Fig. 1: signal wires on met1
The bar under the picture is 20 µm long.
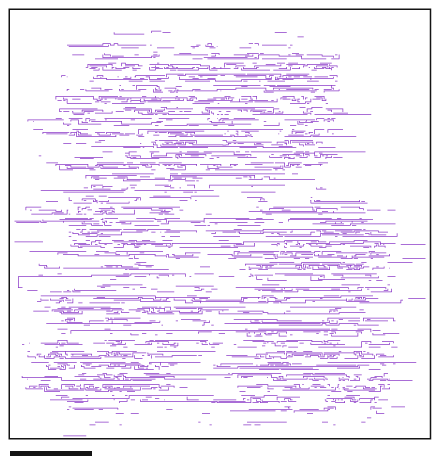
Fig. 2: M2 wires
The bar under the picture is 20 µm long.
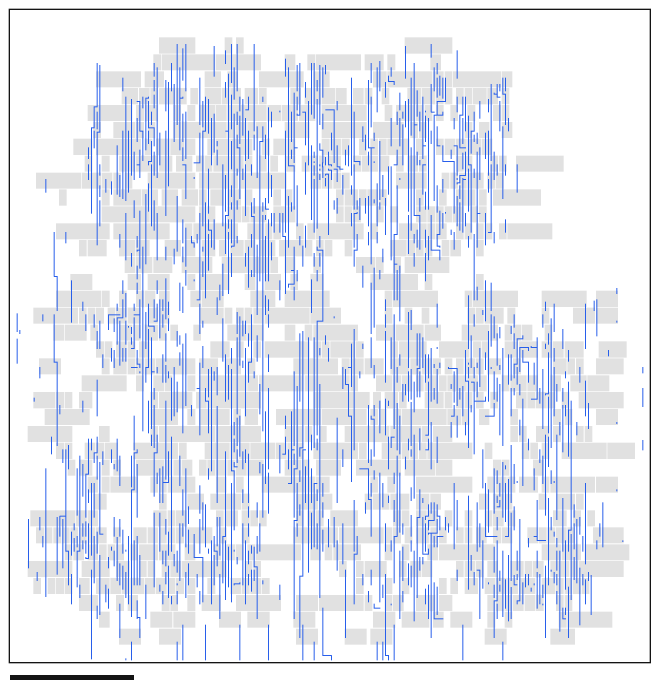
Fig. 3: metal 3
The bar under the picture is 20 µm long.
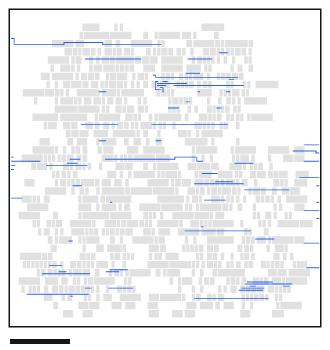
$ cat src/rtl/control_ajuste_pkg.sv
// Shared definitions for the field-adjust controller: FSM encodings and the
// wrap-around step helper used by every field.
package control_ajuste_pkg;

    localparam logic [1:0] ST_IDLE    = 2'd0;
    localparam logic [1:0] ST_REP_AU  = 2'd1;
    localparam logic [1:0] ST_REP_DIS = 2'd2;
    localparam logic [1:0] ST_BLOQUEO = 2'd3;

    // One step up or down with wrap between 0 and max_v.
    function automatic logic [31:0] paso(input logic [31:0] v,
                                         input logic        up,
                                         input logic [31:0] max_v);
        if (up) begin
            return (v == max_v) ? 32'd0 : v + 32'd1;
        end
        return (v == 32'd0) ? max_v : v - 32'd1;
    endfunction

endpackage

$ cat src/rtl/control_ajuste_detector_flanco.sv
// Single-bit rising-edge detector; the history register resets high so a level
// already present when reset is released is not seen as a new press.
module detector_flanco (
    input  logic clk,
    input  logic rst_n,
    input  logic in,
    output logic rise
);

    logic prev_reg;

    always_ff @(posedge clk) begin
        if (!rst_n) begin
            prev_reg <= 1'b1;
        end else begin
            prev_reg <= in;
        end
    end

    assign rise = in & ~prev_reg;

endmodule

$ cat src/rtl/control_ajuste.sv
// Button-driven editor for NUM_CAMPOS wrap-around values: sel picks the field,
// au/dis step it, and a held au/dis auto-repeats after HOLD_CYCLES.
module control_ajuste
    import control_ajuste_pkg::*;
#(
    parameter int NUM_CAMPOS    = 3,
    parameter int ANCHO         = 8,
    parameter int MAX_VAL       = 99,
    parameter int HOLD_CYCLES   = 50_000_000,
    parameter int REPEAT_CYCLES = 10_000_000
) (
    input  logic                        clk,
    input  logic                        rst_n,
    input  logic                        au,
    input  logic                        dis,
    input  logic                        sel,
    output logic [1:0]                  campo,
    output logic [NUM_CAMPOS*ANCHO-1:0] valores,
    output logic                        cambio
);

    localparam int CNT_MAX = (HOLD_CYCLES > REPEAT_CYCLES) ? HOLD_CYCLES : REPEAT_CYCLES;
    localparam int CW      = (CNT_MAX > 2) ? $clog2(CNT_MAX) : 1;

    localparam logic [CW-1:0] HOLD_LIM   = CW'(HOLD_CYCLES - 1);
    localparam logic [CW-1:0] REPEAT_LIM = CW'(REPEAT_CYCLES - 1);
    localparam logic [1:0]    CAMPO_ULT  = 2'(NUM_CAMPOS - 1);

    logic rise_au, rise_dis, rise_sel;

    detector_flanco u_det_au (
        .clk  (clk),
        .rst_n(rst_n),
        .in   (au),
        .rise (rise_au)
    );

    detector_flanco u_det_dis (
        .clk  (clk),
        .rst_n(rst_n),
        .in   (dis),
        .rise (rise_dis)
    );

    detector_flanco u_det_sel (
        .clk  (clk),
        .rst_n(rst_n),
        .in   (sel),
        .rise (rise_sel)
    );

    logic [1:0]    state_reg, state_next;
    logic [CW-1:0] cnt_reg, cnt_next;
    logic          first_reg, first_next;
    logic [1:0]    campo_reg, campo_next;
    logic          cambio_reg;
    logic          step_up, step_dn;
    logic [CW-1:0] limite;

    // first_reg selects the long initial hold versus the shorter repeat period.
    assign limite = first_reg ? HOLD_LIM : REPEAT_LIM;

    always_comb begin
        state_next = state_reg;
        cnt_next   = cnt_reg;
        first_next = first_reg;
        campo_next = campo_reg;
        step_up    = 1'b0;
        step_dn    = 1'b0;

        if (rise_sel) begin
            campo_next = (campo_reg == CAMPO_ULT) ? 2'd0 : campo_reg + 2'd1;
            cnt_next   = '0;
            state_next = ST_BLOQUEO;
        end else begin
            case (state_reg)
                ST_IDLE: begin
                    if (au && dis) begin
                        state_next = ST_BLOQUEO;
                    end else if (rise_au) begin
                        step_up    = 1'b1;
                        cnt_next   = '0;
                        first_next = 1'b1;
                        state_next = ST_REP_AU;
                    end else if (rise_dis) begin
                        step_dn    = 1'b1;
                        cnt_next   = '0;
                        first_next = 1'b1;
                        state_next = ST_REP_DIS;
                    end
                end
                ST_REP_AU: begin
                    if (!au) begin
                        state_next = ST_IDLE;
                    end else if (dis) begin
                        state_next = ST_BLOQUEO;
                    end else if (cnt_reg == limite) begin
                        step_up    = 1'b1;
                        cnt_next   = '0;
                        first_next = 1'b0;
                    end else begin
                        cnt_next = cnt_reg + 1'b1;
                    end
                end
                ST_REP_DIS: begin
                    if (!dis) begin
                        state_next = ST_IDLE;
                    end else if (au) begin
                        state_next = ST_BLOQUEO;
                    end else if (cnt_reg == limite) begin
                        step_dn    = 1'b1;
                        cnt_next   = '0;
                        first_next = 1'b0;
                    end else begin
                        cnt_next = cnt_reg + 1'b1;
                    end
                end
                default: begin
                    if (!au && !dis) begin
                        state_next = ST_IDLE;
                    end
                end
            endcase
        end
    end

    always_ff @(posedge clk) begin
        if (!rst_n) begin
            state_reg  <= ST_IDLE;
            cnt_reg    <= '0;
            first_reg  <= 1'b1;
            campo_reg  <= 2'd0;
            cambio_reg <= 1'b0;
        end else begin
            state_reg  <= state_next;
            cnt_reg    <= cnt_next;
            first_reg  <= first_next;
            campo_reg  <= campo_next;
            cambio_reg <= rise_sel | step_up | step_dn;
        end
    end

    generate
        for (genvar gi = 0; gi < NUM_CAMPOS; gi++) begin : g_campo
            logic [ANCHO-1:0] valor_reg;
            logic [ANCHO-1:0] valor_next;

            assign valor_next = ANCHO'(paso(32'(valor_reg), step_up, 32'(MAX_VAL)));

            always_ff @(posedge clk) begin
                if (!rst_n) begin
                    valor_reg <= '0;
                end else if ((step_up || step_dn) && campo_reg == 2'(gi)) begin
                    valor_reg <= valor_next;
                end
            end

            assign valores[gi*ANCHO +: ANCHO] = valor_reg;
        end
    endgenerate

    assign campo  = campo_reg;
    assign cambio = cambio_reg;

endmodule

$ cat config.mk
export PLATFORM = sky130hd
export DESIGN_NAME = control_ajuste
export DESIGN_NICKNAME = d
export VERILOG_FILES = /design/src/rtl/control_ajuste_pkg.sv /design/src/rtl/control_ajuste_detector_flanco.sv /design/src/rtl/control_ajuste.sv
export SDC_FILE = /design/constraint.sdc
export NUM_CORES = 1
export LEC_CHECK = 0
export ABC_AREA = 1
export CAP_MARGIN = 20
export CORE_AREA = 2 2 101 103
export CTS_BUF_LIST = sky130_fd_sc_hd__clkbuf_4 sky130_fd_sc_hd__clkbuf_8 sky130_fd_sc_hd__clkbuf_16
export DETAILED_ROUTE_END_ITERATION = 12
export DIE_AREA = 0 0 103 105
export GPL_ROUTABILITY_DRIVEN = 0
export GPL_TIMING_DRIVEN = 0
export PLACE_DENSITY_LB_ADDON = 0.12
export SYNTH_ARGS = -nofsm -noshare
export SYNTH_HDL_FRONTEND = slang
export SYNTH_SLANG_ARGS = --single-unit
$ cat constraint.sdc
create_clock -name clk -period 2 [get_ports clk]
set_input_delay 0.3 -clock clk [delete_from_list [all_inputs] [get_ports clk]]
set_output_delay 0.3 -clock clk [all_outputs]
set_load 0.05 [all_outputs]
==> flow_metrics.env <==
# implementation run metrics
export IMPL_min_period_over_period=0.971
export IMPL_ant_nets=0
export IMPL_status="finished, final reports clean"
export IMPL_fin_area_um2=5440
export IMPL_dominantRegCellSynth="dfxtp_1"
export IMPL_nets=790
export IMPL_holdWs_ns=0.285
export IMPL_die_h_um=105
export IMPL_synthTopCellsByArea="dfxtp_1 (28%), nand2_1 (17%), nor2_1 (11%), inv_1 (6.7%), nand3_1 (6.0%)"
export IMPL_via_count=4637
export IMPL_cellLeakagePower_nw=2.43
export IMPL_end_kind="output pin"
export IMPL_crit_required_ns=1.70
export IMPL_critPathLaunch="g_campo[1].valor_reg[1]$_SDFFE_PN0P_"
export IMPL_worstHoldPathCells=3
export IMPL_finish_utilization=0.565
export IMPL_portBuffers=30
export IMPL_ys_top_cells_by_count="nand2_1 (188), nor2_1 (126), inv_1 (76)"
export IMPL_drt_wl_total_um=11800
export IMPL_ys_seq_frac=0.277
export IMPL_drc_errors=0
export IMPL_nNonClkBuffers=69
export IMPL_cts_sinks=59
export IMPL_tightest_slew_ns=0.635
export IMPL_cts_buffer_depth=2
export IMPL_clock_power_w=0.00100
export IMPL_setup_tns_ns=0
export IMPL_hold_violations=0
export IMPL_ir_drop_v=0.000528
export IMPL_slowest_stage="clkdlybuf4s50_1"
export IMPL_hold_end="u_det_dis.prev_reg$_SDFF_PN1_"
export IMPL_ys_cells=708
export IMPL_ys_sh_mux=0
export IMPL_swShare=0.399
About Fig. 1:
longest straight run: 71.8 µm
main direction: horizontal

About Fig. 2:
share of all routed wire: 43%
wire length on this layer: 5130 µm

About Fig. 3:
nets with wire on the layer: 60
wire length on this layer: 535 µm
longest straight run: 27.4 µm
main direction: horizontal

-- per-layer routing --
metal	vias up	wire length [µm]	global-route usage	share of wire
met5	-	0	0	0
met1	2109	6010	0.317	0.51
li1	2399	-	-	-
met4	0	164	0.0752	0.014
met3	15	534	0.0415	0.045
met2	114	5130	0.329	0.43
-- what timing repair did --
item | 4_1_cts | 5_1_grt
pin swaps | 7 | 34
resized | 16 | 78
hold buffers | 0 | 0
setup endpoints to repair | 47 | 50
setup buffers | 8 | 12
gates cloned | 0 | 3
